$ cat src/rtl/scratch_mem_arbiter.sv
// Three-requester ownership arbiter for a shared scratch memory with RD_LAT-cycle read latency.
// The owner's traffic is registered onto the memory port, and read-data tags are delayed to match the memory latency.
module scratch_mem_arbiter #(
  parameter int RD_LAT = 3
) (
  input  logic        i_clk,
  input  logic        i_reset,
  input  logic [2:0]  i_req,
  input  logic [2:0]  i_release,
  input  logic [2:0]  i_rd_en,
  input  logic [2:0]  i_wt_en,
  input  logic [47:0] i_rd_addr1,
  input  logic [47:0] i_rd_addr2,
  input  logic [47:0] i_wt_addr,
  output logic [2:0]  o_gnt,
  output logic [15:0] o_mem_rd_addr1,
  output logic [15:0] o_mem_rd_addr2,
  output logic [15:0] o_mem_wt_addr,
  output logic        o_mem_rd_en,
  output logic        o_mem_wt_en,
  output logic [2:0]  o_rd_data_vld,
  output logic        o_busy,
  output logic        o_conflict_err
);

  typedef enum logic [1:0] {S_IDLE, S_OWN, S_DRAIN} state_t;

  state_t      r_state, w_next;
  logic [2:0]  r_gnt, w_gnt_next;
  logic [2:0]  r_drain_cnt, w_cnt_next;
  logic [1:0]  r_last;
  logic [1:0]  w_c0, w_c1, w_c2, w_win_idx;
  logic        w_win_vld;
  logic [2:0]  w_owner_mask, w_acc_rd, w_acc_wt;
  logic        w_rel, w_bad;
  logic [15:0] r_rd_addr1_p1, r_rd_addr2_p1, r_wt_addr_p1;
  logic [2:0]  r_rd_tag_p1;
  logic        r_wt_en_p1;
  logic        r_conflict;
  logic [2:0]  r_tag_sr [RD_LAT];

  function automatic logic [1:0] rr_next(input logic [1:0] idx);
    return (idx == 2'd2) ? 2'd0 : idx + 2'd1;
  endfunction

  function automatic logic [15:0] pick16(input logic [47:0] v, input logic [1:0] idx);
    case (idx)
      2'd1:    return v[31:16];
      2'd2:    return v[47:32];
      default: return v[15:0];
    endcase
  endfunction

  // r_last doubles as the owner index while in OWN
  assign w_c0 = rr_next(r_last);
  assign w_c1 = rr_next(w_c0);
  assign w_c2 = rr_next(w_c1);

  always_comb begin
    w_win_vld = 1'b1;
    w_win_idx = w_c0;
    if (i_req[w_c0])      w_win_idx = w_c0;
    else if (i_req[w_c1]) w_win_idx = w_c1;
    else if (i_req[w_c2]) w_win_idx = w_c2;
    else                  w_win_vld = 1'b0;
  end

  assign w_owner_mask = (r_state == S_OWN) ? r_gnt : 3'b000;
  assign w_acc_rd     = i_rd_en & w_owner_mask;
  assign w_acc_wt     = i_wt_en & w_owner_mask;
  assign w_rel        = |(i_release & w_owner_mask);
  assign w_bad        = |((i_rd_en | i_wt_en | i_release) & ~w_owner_mask);

  always_comb begin
    w_next     = r_state;
    w_gnt_next = r_gnt;
    w_cnt_next = r_drain_cnt;
    case (r_state)
      S_IDLE: begin
        if (w_win_vld) begin
          w_next     = S_OWN;
          w_gnt_next = 3'b001 << w_win_idx;
        end
      end
      S_OWN: begin
        if (w_rel) begin
          w_next     = S_DRAIN;
          w_gnt_next = 3'b000;
          w_cnt_next = 3'd0;
        end
      end
      S_DRAIN: begin
        if (w_cnt_next == 3'(RD_LAT)) w_next = S_IDLE;
        else                          w_cnt_next = r_drain_cnt + 3'd1;
      end
      default: begin
        w_next     = S_IDLE;
        w_gnt_next = 3'b000;
      end
    endcase
  end

  always_ff @(posedge i_clk) begin
    if (i_reset) begin
      r_state     <= S_IDLE;
      r_gnt       <= 3'b000;
      r_drain_cnt <= 3'd0;
      r_last      <= 2'd2;
      r_conflict  <= 1'b0;
    end else begin
      r_state     <= w_next;
      r_gnt       <= w_gnt_next;
      r_drain_cnt <= w_cnt_next;
      r_conflict  <= r_conflict | w_bad;
      if (r_state == S_IDLE && w_win_vld) r_last <= w_win_idx;
    end
  end

  // Stage p1: owner request registered onto the memory port
  always_ff @(posedge i_clk) begin
    if (i_reset) begin
      r_rd_addr1_p1 <= 16'd0;
      r_rd_addr2_p1 <= 16'd0;
      r_wt_addr_p1  <= 16'd0;
      r_rd_tag_p1   <= 3'b000;
      r_wt_en_p1    <= 1'b0;
    end else begin
      r_rd_tag_p1 <= w_acc_rd;
      r_wt_en_p1  <= |w_acc_wt;
      if (r_state == S_OWN) begin
        r_rd_addr1_p1 <= pick16(i_rd_addr1, r_last);
        r_rd_addr2_p1 <= pick16(i_rd_addr2, r_last);
        r_wt_addr_p1  <= pick16(i_wt_addr, r_last);
      end
    end
  end

  // Tag delay line: the last slot lines up with memory read data
  always_ff @(posedge i_clk) begin
    if (i_reset) begin
      for (int i = 0; i < RD_LAT; i++) r_tag_sr[i] <= 3'b000;
    end else begin
      r_tag_sr[0] <= r_rd_tag_p1;
      for (int i = 1; i < RD_LAT; i++) r_tag_sr[i] <= r_tag_sr[i-1];
    end
  end

  assign o_gnt          = r_gnt;
  assign o_busy         = (r_state != S_IDLE);
  assign o_conflict_err = r_conflict;
  assign o_mem_rd_addr1 = r_rd_addr1_p1;
  assign o_mem_rd_addr2 = r_rd_addr2_p1;
  assign o_mem_wt_addr  = r_wt_addr_p1;
  assign o_mem_rd_en    = |r_rd_tag_p1;
  assign o_mem_wt_en    = r_wt_en_p1;
  assign o_rd_data_vld  = r_tag_sr[RD_LAT-1];

endmodule
$ cat config.mk
export PLATFORM = sky130hd
export DESIGN_NAME = scratch_mem_arbiter
export DESIGN_NICKNAME = d
export VERILOG_FILES = /design/src/rtl/scratch_mem_arbiter.sv
export SDC_FILE = /design/constraint.sdc
export NUM_CORES = 1
export LEC_CHECK = 0
export CAP_MARGIN = 30
export CORE_MARGIN = 2
export CORE_UTILIZATION = 34
export DETAILED_ROUTE_END_ITERATION = 8
export PLACE_DENSITY_LB_ADDON = 0.08
export SLEW_MARGIN = 20
export SYNTH_ARGS = -nofsm -noshare
export SYNTH_HDL_FRONTEND = slang
export SYNTH_SLANG_ARGS = --single-unit
$ cat constraint.sdc
create_clock -name i_clk -period 2.05 [get_ports i_clk]
set_clock_uncertainty 0.1 [all_clocks]
set_input_delay 0.41 -clock i_clk [delete_from_list [all_inputs] [get_ports i_clk]]
set_output_delay 0.41 -clock i_clk [all_outputs]
set_load 0.05 [all_outputs]
Track usage over the die:
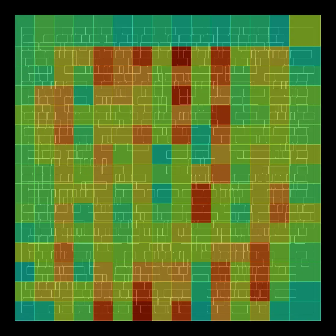
GRT busiest layer: met2
met1 usage: 21.3%
utilization after layout: 60.0%
overall global routing resource usage: 19.8%

M1 wires:
The bar under the picture is 20 microns long.
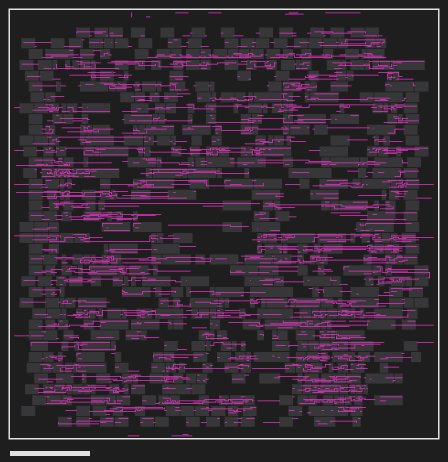
wire length on this layer: 4620 microns
share of all routed wire: 39%
main direction: horizontal
nets with wire on the layer: 701
total routed wirelength: 11700 microns
count of vias placed by the detailed router: 4069

Wire density map:
The die is cut into 22 by 22 equal tiles; white is low, dark blue is high, scaled to the fullest tile. Values are wire area over tile area, all layers added.
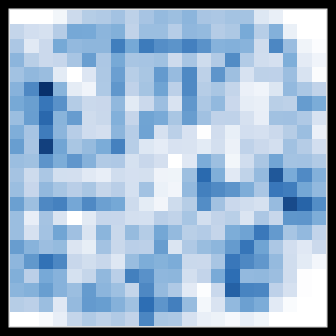
tiles over half the peak: 21%
mean over tiles: 0.16
nearly empty tiles: 5.6%
fullest tile: 0.48

Metal layers overlaid:
The bar under the picture is 20 microns long. Only two layers are drawn.
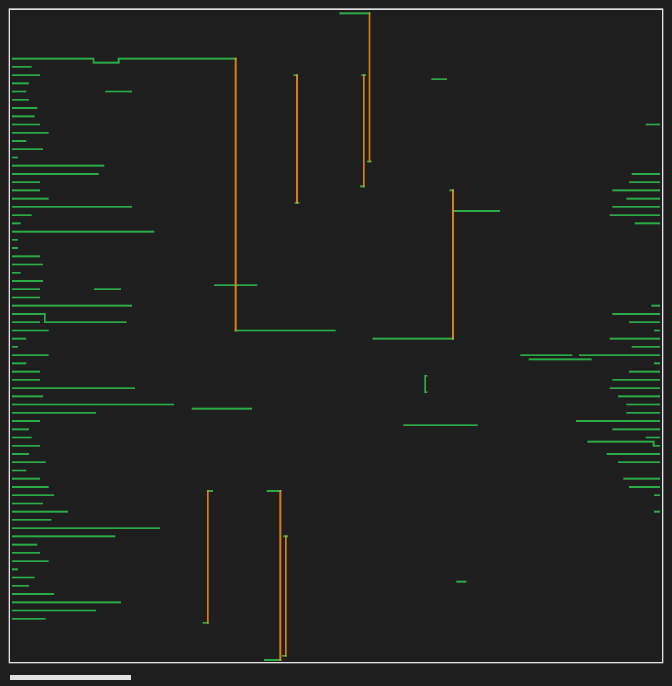
legend:
  orange:
    layer: met4
    wire_length: 203 microns
  green:
    layer: met3
    wire_length: 790 microns
routed length per placed instance: 14.6 microns

Layout detail:
The bar under the picture is 5 microns long. Region (71, 71) to (91, 91) microns. Cells in grey, sequential cells in the stronger grey; small squares are vias.
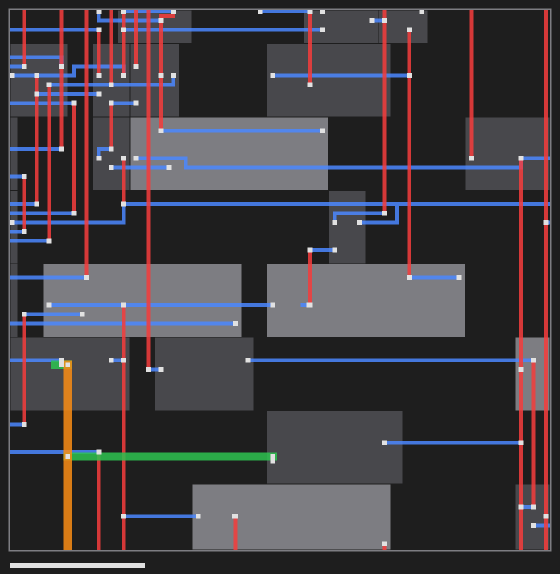
legend:
  orange:
    layer: met4
  red:
    layer: met2
  green:
    layer: met3
  blue:
    layer: met1
most frequent: dfxtp_1 (4), nor2_1 (3)
sequential cells in the window: 4
netlist names of flops here include: o_mem_wt_addr (3), r_tag_sr (1)
cells with their middle in the window: 14

==> notes.md <==
Implementation results are summarized by area below.

Pwr
The total internal power is 4.68 mW. Ranked by power, first place goes to combinational logic. The clock power share is 14.2%. The flow reports that sequential cells draw 23.3% of the design power.

Final layout
Summing all flip-flop and latch instances after layout gives 0.00145 sq mm. The area growth from synthesis to layout is 70.4%. The multi-input combinational gate total is 336.

Place
The number of placed instances, taps included, is 786.

Status
The run finished with clean final reports.

Worst setup path
All stages included, the depth of the critical timing path comes to 7. Looking at the setup timing report, the critical path kind is flop to flop. The timing report shows that the slowest cell on the worst path is sky130_fd_sc_hd__or4b_4.

Clocking
Buffers inserted to repair hold after CTS numbered 0. The TritonCTS buffer count is 9. The level count of the clock H-tree is 3. The count of cells resized by post-cts repair is 6.

Synthesis
The multiplexer share of the synthesized area is 1.37%. The post-synth count of flops with an enable pin is 0. The proportion of synthesized chip area in sequential cells is 39.5%. The synthesis report gives the async set-or-reset register share as 0%.

Global route
The number of global-route vias before repair came to 3892. The first-pass GRT wire length is 18300 microns.

Die
After floorplanning, the die was sized to cover 0.0116 sq mm. 216 I/O pins were placed.

Detailed routing
The met2 routed wirelength is 6110 microns.

Worst hold path
The report gives the cell count of the worst hold path as 2.

Timing
In the finished design, the share of the clock period the worst path needs comes to 97.9%. Across all checked pins, the minimum headroom to the slew limit is 64.6%.
Power is estimated from default activity; no workload was simulated.
